### Gate families picked out

The bar under the picture is 20 µm long.
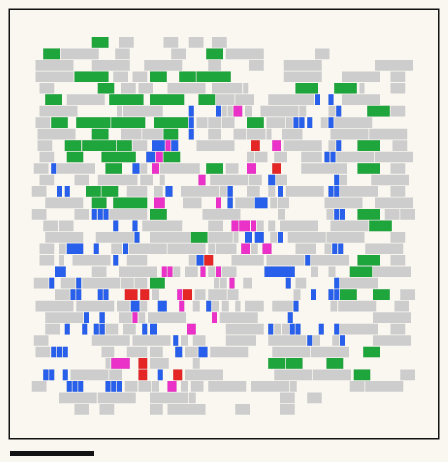
### A small window of the routed layout

The bar under the picture is 10 µm long. Window x 38 to 63, y 18 to 43 µm. Cells in gray, sequential cells in the stronger gray; small squares are vias.
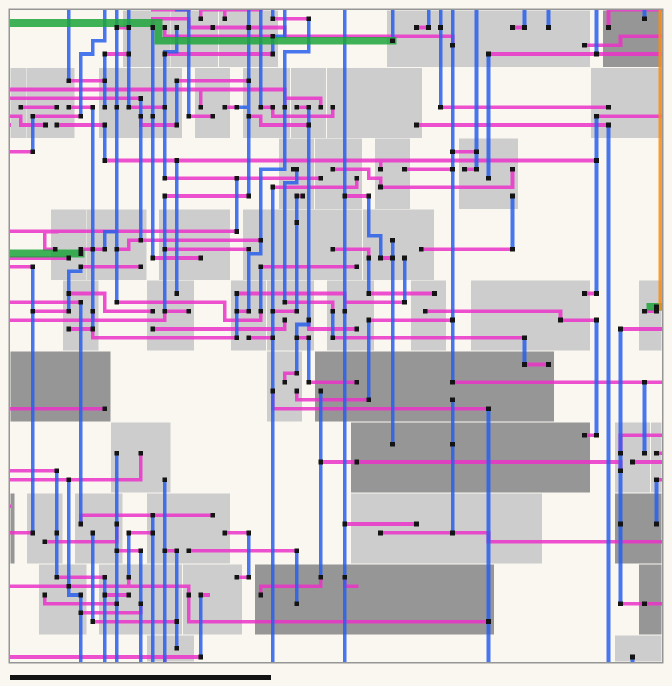
## config.mk

```make
export PLATFORM = sky130hd
export DESIGN_NAME = spi_interface_master
export DESIGN_NICKNAME = d
export VERILOG_FILES = /design/src/rtl/spi_interface_master.sv
export SDC_FILE = /design/constraint.sdc
export NUM_CORES = 1
export LEC_CHECK = 0
export CAP_MARGIN = 15
export CORE_MARGIN = 5
export CORE_UTILIZATION = 50
export DETAILED_ROUTE_END_ITERATION = 16
export PLACE_DENSITY_LB_ADDON = 0.12
export SYNTH_ARGS = -nofsm -noshare
export SYNTH_HDL_FRONTEND = slang
export SYNTH_SLANG_ARGS = --single-unit
```

## constraint.sdc

```tcl
create_clock -name clk -period 4.3 [get_ports clk]
set_input_delay 1.29 -clock clk [delete_from_list [all_inputs] [get_ports clk]]
set_output_delay 1.29 -clock clk [all_outputs]
set_load 0.01 [all_outputs]
```

## src/rtl/spi_interface_master.sv

```systemverilog
// SPI master: runtime CPOL/CPHA/width, divided sck, start/finish handshake.
// Define SPI_MASTER_LSB_FIRST_EN for LSB-first bit order on mosi and miso.
module spi_interface_master #(
  parameter int SPI_MAX_WIDTH_LOG = 4,
  parameter int CLK_DIV_WIDTH     = 8
) (
  input  logic                            clk,
  input  logic                            rst,
  input  logic                            config_req,
  input  logic [SPI_MAX_WIDTH_LOG+1:0]    config_data,
  input  logic [CLK_DIV_WIDTH-1:0]        clk_div,
  input  logic                            start_req,
  input  logic [2**SPI_MAX_WIDTH_LOG-1:0] din,
  output logic                            busy,
  output logic                            spi_start,
  output logic                            spi_finish,
  output logic [2**SPI_MAX_WIDTH_LOG-1:0] dout,
  output logic                            sck,
  output logic                            cs,
  output logic                            mosi,
  input  logic                            miso
);

  localparam int LW = SPI_MAX_WIDTH_LOG;
  localparam int DW = 2**SPI_MAX_WIDTH_LOG;

  localparam logic [1:0] IDLE  = 2'd0;
  localparam logic [1:0] SETUP = 2'd1;
  localparam logic [1:0] XFER  = 2'd2;
  localparam logic [1:0] HOLD  = 2'd3;

  localparam logic [LW:0]              E_ONE = 1;
  localparam logic [LW-1:0]            B_ONE = 1;
  localparam logic [CLK_DIV_WIDTH-1:0] C_ONE = 1;

  logic [1:0]               state;
  logic                     cpol;
  logic                     cpha;
  logic [LW-1:0]            width;
  logic [CLK_DIV_WIDTH-1:0] div_r;
  logic [CLK_DIV_WIDTH-1:0] cnt;
  logic [LW:0]              ecnt;
  logic [DW-1:0]            tx;
  logic [DW-1:0]            rx;

  logic          idle_free;
  logic          cfg_load;
  logic          accept;
  logic          tick;
  logic          lead;
  logic          last;
  logic          do_drive;
  logic [LW-1:0] bit_idx;
  logic [LW-1:0] drv_idx;
  logic [LW-1:0] drv_pos;
  logic          first_bit;

  assign idle_free = (state == IDLE) && !busy;
  assign cfg_load  = idle_free && config_req;
  assign accept    = idle_free && start_req;
  assign tick      = (cnt == div_r);
  assign lead      = ~ecnt[0];
  assign bit_idx   = ecnt[LW:1];
  assign last      = (ecnt == {width, 1'b1});
  assign drv_idx   = cpha ? bit_idx : bit_idx + B_ONE;
  assign do_drive  = cpha ? lead : (!lead && bit_idx != width);

  // First bit uses the incoming config when it loads in the same cycle.
`ifdef SPI_MASTER_LSB_FIRST_EN
  assign drv_pos   = drv_idx;
  assign first_bit = din[0];
`else
  logic [LW-1:0] eff_width;
  assign eff_width = cfg_load ? config_data[LW-1:0] : width;
  assign drv_pos   = width - drv_idx;
  assign first_bit = din[eff_width];
`endif

  always_ff @(posedge clk or posedge rst) begin
    if (rst) begin
      state      <= IDLE;
      cpol       <= 1'b0;
      cpha       <= 1'b0;
      width      <= '1;
      div_r      <= '0;
      cnt        <= '0;
      ecnt       <= '0;
      tx         <= '0;
      rx         <= '0;
      busy       <= 1'b0;
      spi_start  <= 1'b0;
      spi_finish <= 1'b0;
      dout       <= '0;
      sck        <= 1'b0;
      cs         <= 1'b1;
      mosi       <= 1'b0;
    end else begin
      spi_start  <= 1'b0;
      spi_finish <= 1'b0;
      unique case (state)
        IDLE: begin
          busy <= 1'b0;
          if (cfg_load) begin
            cpol  <= config_data[LW+1];
            cpha  <= config_data[LW];
            width <= config_data[LW-1:0];
            sck   <= config_data[LW+1];
          end
          if (accept) begin
            state     <= SETUP;
            busy      <= 1'b1;
            spi_start <= 1'b1;
            cs        <= 1'b0;
            tx        <= din;
            div_r     <= clk_div;
            cnt       <= '0;
            ecnt      <= '0;
            rx        <= '0;
            mosi      <= first_bit;
          end
        end
        SETUP, XFER: begin
          if (tick) begin
            sck  <= ~sck;
            ecnt <= ecnt + E_ONE;
            cnt  <= '0;
            // Sample on leading edge for cpha=0, trailing for cpha=1.
            if (lead ^ cpha) begin
`ifdef SPI_MASTER_LSB_FIRST_EN
              rx[bit_idx] <= miso;
`else
              rx <= {rx[DW-2:0], miso};
`endif
            end
            if (do_drive) mosi <= tx[drv_pos];
            state <= last ? HOLD : XFER;
          end else begin
            cnt <= cnt + C_ONE;
          end
        end
        HOLD: begin
          if (tick) begin
            cs         <= 1'b1;
            spi_finish <= 1'b1;
            dout       <= rx;
            cnt        <= '0;
            state      <= IDLE;
          end else begin
            cnt <= cnt + C_ONE;
          end
        end
        default: state <= IDLE;
      endcase
    end
  end

endmodule

```

==> GITHUB_STEP_SUMMARY <==
### Flow metrics

| Metric | Value |
|---|---|
| Peak supply drop | 0.373 mV |
| Post-layout total power | 0.00296 W |
| Via count | 2922 |
| Routed WL | 8330 µm |
| Worst path buffer plus inverter count | 1 |
| Met3 routed WL | 388 µm |
| PortBufs | 56 |
| Top cell excl fill/tap | nand2_1 |
| Main flop type | dfrtp_1 |
| RSZ-0062 raised after global routing | no |
| Hold-fix buffer count after cts | 0 |
| Top cells by area | dfrtp_1, nand2_1, mux2_2 |
| Worst Hold Depth | 2 |
| Flop area | 0.00206 mm² |
| Resize count post-CTS | 0 |
| Tool warnings | 27 |
| Initial DRC Count | 162 |
| Arr. time, crit path | 3.32 ns |
| Max_slew headroom | 0.467 |
| Global Route met2 Usage | 0.275 |
| Endpoint of the worst register-to-register path | mosi |
| TNS Setup | 0 ns |
| Biggest regs | dout x16, rx x16, tx x16 |
| Hold Slack | 0.485 ns |
| RePlAce Congestion | 0.791 |
| # Cells Yosys | 382 |
| Die H | 102 µm |
| Yosys Chip Area | 0.00419 mm² |
| Clock Power Share | 0.210 |
| FP Core Util | 0.512 |
| Worst Skew | 0.0103 ns |
| Inverters, non-clock | 13 |
| Worst path cell trace | clkdlybuf4s50_1, nand3b_1, o21ai_0, o211ai_4, nand2_1, o21ai_0 |
| Worst r2r src | ecnt[1] |
| Flop-to-flop setup slack | 1.42 ns |
| Antenna diode count | 0 |
| Outcome | finished clean |
| Congestion Overflow GR | 0 |
| Antenna-violating nets left | 0 |
| Post-Route Utilization | 0.618 |
| Multi-input gate area | 0.00199 mm² |
| Skew-Pair Late Insertion Delay | 0.34 ns |
| Pleak | 2.29 nW |
| Design area | 0.00506 mm² |
| Most frequent CP cell | o21ai_0 |
| Seq share, synth | 0.491 |
| Required @ worst endpoint | 4.49 ns |
| # IOs | 57 |
| CTS tree | done |
| Worst-path fanout max | 32 |
| Yosys reg bits | 82 |
| Final Worst Setup Slack | 1.17 ns |
| Post-Place Cells | 530 |
| Synth Area in Adders | 0.0287 |
| Synth mux share | 0.168 |
| Non-filler cells, final | 546 |
| Netlist Area Pre-Place | 0.00419 mm² |
| H-tree levels | 3 |
| Final Hold Fails | 0 |
| Most frequent cell after synthesis | nand2_1 |
| Bufs w/o clock | 59 |
| Post-detailed-route wirelength per cell | 15.2 µm |
| Xor+xnor area frac | 0.0397 |
| Clk pwr | 0.000621 W |
| Comb gates | 271 |
| Pint | 0.00193 W |
## Picture notes: 'Gate families picked out'
Key: AND and OR gates = red [cells 9]; multiplexers = green [cells 50]; NAND gates = blue [cells 98]; NOR gates = magenta [cells 26]

## Picture notes: 'A small window of the routed layout'
Key: met4 = orange; met3 = green; met2 = blue; met1 = magenta
39 logic cells have their middle in the window. Netlist names of flops here include state (2), cnt (1). Most frequent: nor2_1 (6), a21oi_1 (4), o21ai_0 (4). Sequential cells in the window: 3.

Power and IR drop assume default switching activity.
